--- src/rtl/branch_hist_table.sv ---
// Bimodal branch history table of 2-bit saturating counters with 1-cycle registered lookup.
// Define BHT_GSHARE_EN to XOR a non-speculative global history into the lookup index.
module branch_hist_table #(
  parameter int ENTRIES = 64,
  parameter int IDX_W   = 6
) (
  input  logic             clk,
  input  logic             rst_n,
  input  logic             en,
  input  logic             if_vld,
  input  logic [15:0]      if_pc,
  output logic             pred_vld,
  output logic             pred_taken,
  output logic [IDX_W-1:0] pred_idx,
  input  logic             upd_vld,
  input  logic [IDX_W-1:0] upd_idx,
  input  logic             upd_taken,
  input  logic             upd_mispred,
  output logic [15:0]      stat_br,
  output logic [15:0]      stat_miss
);

  localparam logic [1:0] CTR_WNT = 2'b01;

  function automatic logic [1:0] ctr_step(input logic [1:0] c, input logic taken);
    logic [1:0] r;
    r = c;
    if (taken && c != 2'b11)
      r = c + 2'b01;
    else if (!taken && c != 2'b00)
      r = c - 2'b01;
    return r;
  endfunction

  function automatic logic [15:0] sat_inc16(input logic [15:0] v);
    return (v == 16'hFFFF) ? v : v + 16'd1;
  endfunction

  logic [1:0]       ctr_q [ENTRIES];
  logic [IDX_W-1:0] lk_idx_p0;
  logic [1:0]       upd_nxt_p0;
  logic [1:0]       lk_ctr_p0;
  logic             unused_pc;

  assign unused_pc = ^if_pc[15:IDX_W];

`ifdef BHT_GSHARE_EN
  logic [IDX_W-1:0] hist_q;

  // History only advances on resolved branches, so lookups see the pre-update value.
  always_ff @(posedge clk or negedge rst_n) begin
    if (!rst_n)
      hist_q <= '0;
    else if (upd_vld)
      hist_q <= {hist_q[IDX_W-2:0], upd_taken};
  end

  assign lk_idx_p0 = if_pc[IDX_W-1:0] ^ hist_q;
`else
  assign lk_idx_p0 = if_pc[IDX_W-1:0];
`endif

  // Stage p0: counter read with write bypass from a same-cycle update
  always_comb begin
    upd_nxt_p0 = ctr_step(ctr_q[upd_idx], upd_taken);
    lk_ctr_p0  = ctr_q[lk_idx_p0];
    if (upd_vld && (upd_idx == lk_idx_p0))
      lk_ctr_p0 = upd_nxt_p0;
  end

  always_ff @(posedge clk or negedge rst_n) begin
    if (!rst_n) begin
      for (int i = 0; i < ENTRIES; i++)
        ctr_q[i] <= CTR_WNT;
    end else if (upd_vld) begin
      ctr_q[upd_idx] <= upd_nxt_p0;
    end
  end

  // Stage p1: registered prediction outputs
  always_ff @(posedge clk or negedge rst_n) begin
    if (!rst_n) begin
      pred_vld   <= 1'b0;
      pred_taken <= 1'b0;
      pred_idx   <= '0;
    end else begin
      pred_vld <= if_vld;
      if (if_vld) begin
        pred_taken <= lk_ctr_p0[1] & en;
        pred_idx   <= lk_idx_p0;
      end
    end
  end

  always_ff @(posedge clk or negedge rst_n) begin
    if (!rst_n) begin
      stat_br   <= '0;
      stat_miss <= '0;
    end else if (upd_vld) begin
      stat_br <= sat_inc16(stat_br);
      if (upd_mispred)
        stat_miss <= sat_inc16(stat_miss);
    end
  end

endmodule
--- config.mk ---
export PLATFORM = sky130hd
export DESIGN_NAME = branch_hist_table
export DESIGN_NICKNAME = d
export VERILOG_FILES = /design/src/rtl/branch_hist_table.sv
export SDC_FILE = /design/constraint.sdc
export NUM_CORES = 1
export LEC_CHECK = 0
export CAP_MARGIN = 20
export CORE_UTILIZATION = 45
export DETAILED_ROUTE_END_ITERATION = 16
export SLEW_MARGIN = 5
export SYNTH_ARGS = -nofsm -noshare
export SYNTH_HDL_FRONTEND = slang
export SYNTH_SLANG_ARGS = --single-unit
--- constraint.sdc ---
create_clock -name clk -period 6.2 [get_ports clk]
set_input_delay 1.24 -clock clk [delete_from_list [all_inputs] [get_ports clk]]
set_output_delay 1.24 -clock clk [all_outputs]
set_load 0.05 [all_outputs]
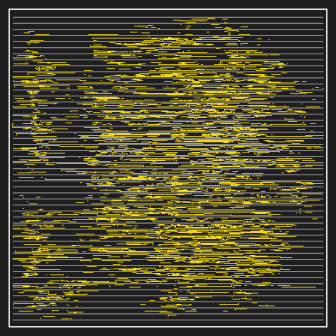
(M1 wires)
Supply wires on this layer in grey.
The layer carries 10000 um of wire. The layer holds 45% of the routed length. The wires run mostly horizontal. 691 nets have wire on it. The longest straight run is 42.3 um.
met1 layer usage reported by global route: 31.4%
final wirelength: 22100 um

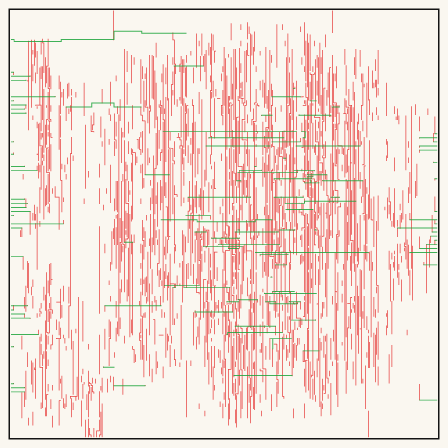
(metal layers overlaid)
Two of the layers only.
Green marks met3, wire length 982 um. Red marks met2, wire length 10600 um.
global routing usage summed across all routing layers: 23.6%
total number of vias: 5836
routed length per placed instance: 22.0 um

==> flow_metrics.rpt <==
=== SYNTHESIS / PLACE & ROUTE SUMMARY ===
----------------------------------------------------
[Outcome]
  Outcome ........................ finished, final reports clean

[Logic synthesis]
  Yosys warns ........................ 0
  Net count after synthesis ........................ 720
  Post-synthesis average cell area ........................ 12.8 um^2
  Compound-gate portion of the synthesized area ........................ 4.03%
  Mapped Area ........................ 8820 um^2
  Post-synth tally of flip-flops with integrated enable ........................ 0
  Yosys chip area ........................ 8820 um^2
  Number of instances in the synthesized netlist ........................ 687
  Sequential share of the synthesized area ........................ 48.6%
  Unique cell types ........................ 53
  Post-synthesis cell type with the largest combined area ........................ sky130_fd_sc_hd__dfrtp_1
  Most used standard cells in the synthesized netlist ........................ sky130_fd_sc_hd__mux2_2, sky130_fd_sc_hd__dfrtp_1, sky130_fd_sc_hd__dfstp_2, sky130_fd_sc_hd__nand2_1, sky130_fd_sc_hd__nor2_1
  Top area cells in the synthesized netlist ........................ sky130_fd_sc_hd__dfrtp_1, sky130_fd_sc_hd__dfstp_2, sky130_fd_sc_hd__mux2_2

[Clocking]
  TritonCTS clock tree ........................ built
  Number of buffers added by the clock tree synthesis step ........................ 17
  Maximum level of the CTS H-tree ........................ 4
  Hold buffer count at cts ........................ 0
  Clock tree buffer depth ........................ 2
  Clk sink count ........................ 168
  CTS Root Buffer Type ........................ sky130_fd_sc_hd__clkbuf_16
  Clk slew on worst S/H paths ........................ 0.06 ns
  Resize count post-CTS ........................ 0

[Critical path]
  Crit path kind ........................ in -> reg
  Endpoint of the most critical setup path ........................ ctr_q[1]
  Worst Path Max Fanout ........................ 48
  Launch point of the worst reg-to-reg path ........................ ctr_q[84]
  Endpoint of the most critical register-to-register path ........................ ctr_q[1]
  Endpoint kind of the worst setup timing path ........................ flop
  Reg2reg path depth ........................ 11
  Crit path required time ........................ 6.56 ns
  Critical path startpoint ........................ upd_idx[1]

[Layout]
  Leading registers by flop count ........................ ctr_q (128), stat_br (16), stat_miss (16)
  Combinational fraction of the cell area ........................ 41.8%
  Final-stage net count ........................ 766
  Finished Cell Area ........................ 10200 um^2
  Commonest cells after routing, fill and taps aside ........................ sky130_fd_sc_hd__mux2_2, sky130_fd_sc_hd__dfrtp_1, sky130_fd_sc_hd__dfstp_2
  Leading cell category by total area ........................ registers
  Number of non-clock inverters ........................ 9
  Register area ........................ 4280 um^2
  Clock-cell share ........................ 5.77%
  Flip-flop count of the largest register after layout ........................ 128
  Footprint of the multi-input gates ........................ 4270 um^2
  Number of clock-tree buffers in the layout ........................ 25
  Core utilization of the finished layout ........................ 53.9%
  Share of cell area taken by flip-flops and latches ........................ 42.0%
  Area added between synthesis and finish ........................ 15.7%
  Count of sequential standard cells ........................ 168

[Die]
  Boundary pin count ........................ 69
  Fp_density ........................ 46.5%
  Placement row count ........................ 50
  Die H ........................ 142 um
  Core footprint ........................ 19000 um^2
  N_taps ........................ 260

[STA]
  Hold WS ........................ 0.497 ns
  Max-Slew Margin vs Limit ........................ 32.8%
  Final setup skew ........................ 0.00571 ns
  Slew of the pin with the lowest slew margin ........................ 1.01 ns
  Peak clock frequency supported by timing ........................ 199 MHz
  TNS Setup ........................ 0 ns
  Hold violation total from the final report ........................ 0
  Max-slew violations ........................ 0
  Setup WS post-layout ........................ 1.16 ns

[Routing]
  Routed length on met1 ........................ 10000 um
  Met2 wire length ........................ 10600 um
  Met3 Routed Length ........................ 982 um
  DR top layer ........................ met4
  Starting DRC count in detailed routing ........................ 358
  Number of nets with antenna violations after detailed routing ........................ 0
  Residual DRC count ........................ 0
  Via density per instance ........................ 5.80
  First-pass iteration count of the detailed router ........................ 5

[Worst hold path]
  Hold Path Sink ........................ stat_miss[7]
  Min-Delay Path Depth ........................ 1
  Worst hold path type ........................ reg -> reg
  Worst min-delay path startpoint ........................ stat_miss[7]

[GRT]
  Fraction of met3 tracks used by global routing ........................ 4.51%
  Via count of the first global-routing pass ........................ 6123
  Initial antenna violation count ........................ 1
  Largest net degree at the start of global routing ........................ 108

[Power]
  Sequential group share of total power ........................ 44.0%
  Sw Share ........................ 31.0%
  Top pwr grp ........................ sequential cells
  Total power after layout ........................ 3.65 mW
  Total power per unit cell area ........................ 357 nW/um^2
  P_clk ........................ 1.06 mW
  Logic gate share of total power ........................ 26.9%
  Leakage ........................ 4.19 nW
  Net switching power figure ........................ 1.13 mW

[Place]
  Placed cell area ........................ 9600 um^2
  HPWL reported at the end of detailed placement ........................ 14400 um

----------------------------------------------------
[critical path, stage by stage]
cell                              delay (ns)
sky130_fd_sc_hd__clkdlybuf4s50_1        0.50
sky130_fd_sc_hd__buf_12                 0.24
sky130_fd_sc_hd__clkinv_1               0.38
sky130_fd_sc_hd__mux2i_1                0.41
sky130_fd_sc_hd__o22ai_1                0.15
sky130_fd_sc_hd__a211oi_1               0.35
sky130_fd_sc_hd__nand4_1                0.39
sky130_fd_sc_hd__ha_1                   0.35
sky130_fd_sc_hd__and2_1                 0.18
sky130_fd_sc_hd__o2111a_1               0.27
sky130_fd_sc_hd__nor3_2                 0.15
sky130_fd_sc_hd__buf_4                  0.48
sky130_fd_sc_hd__mux2_2                 0.26
No activity file was given, so power comes from the tool's default toggle rates.
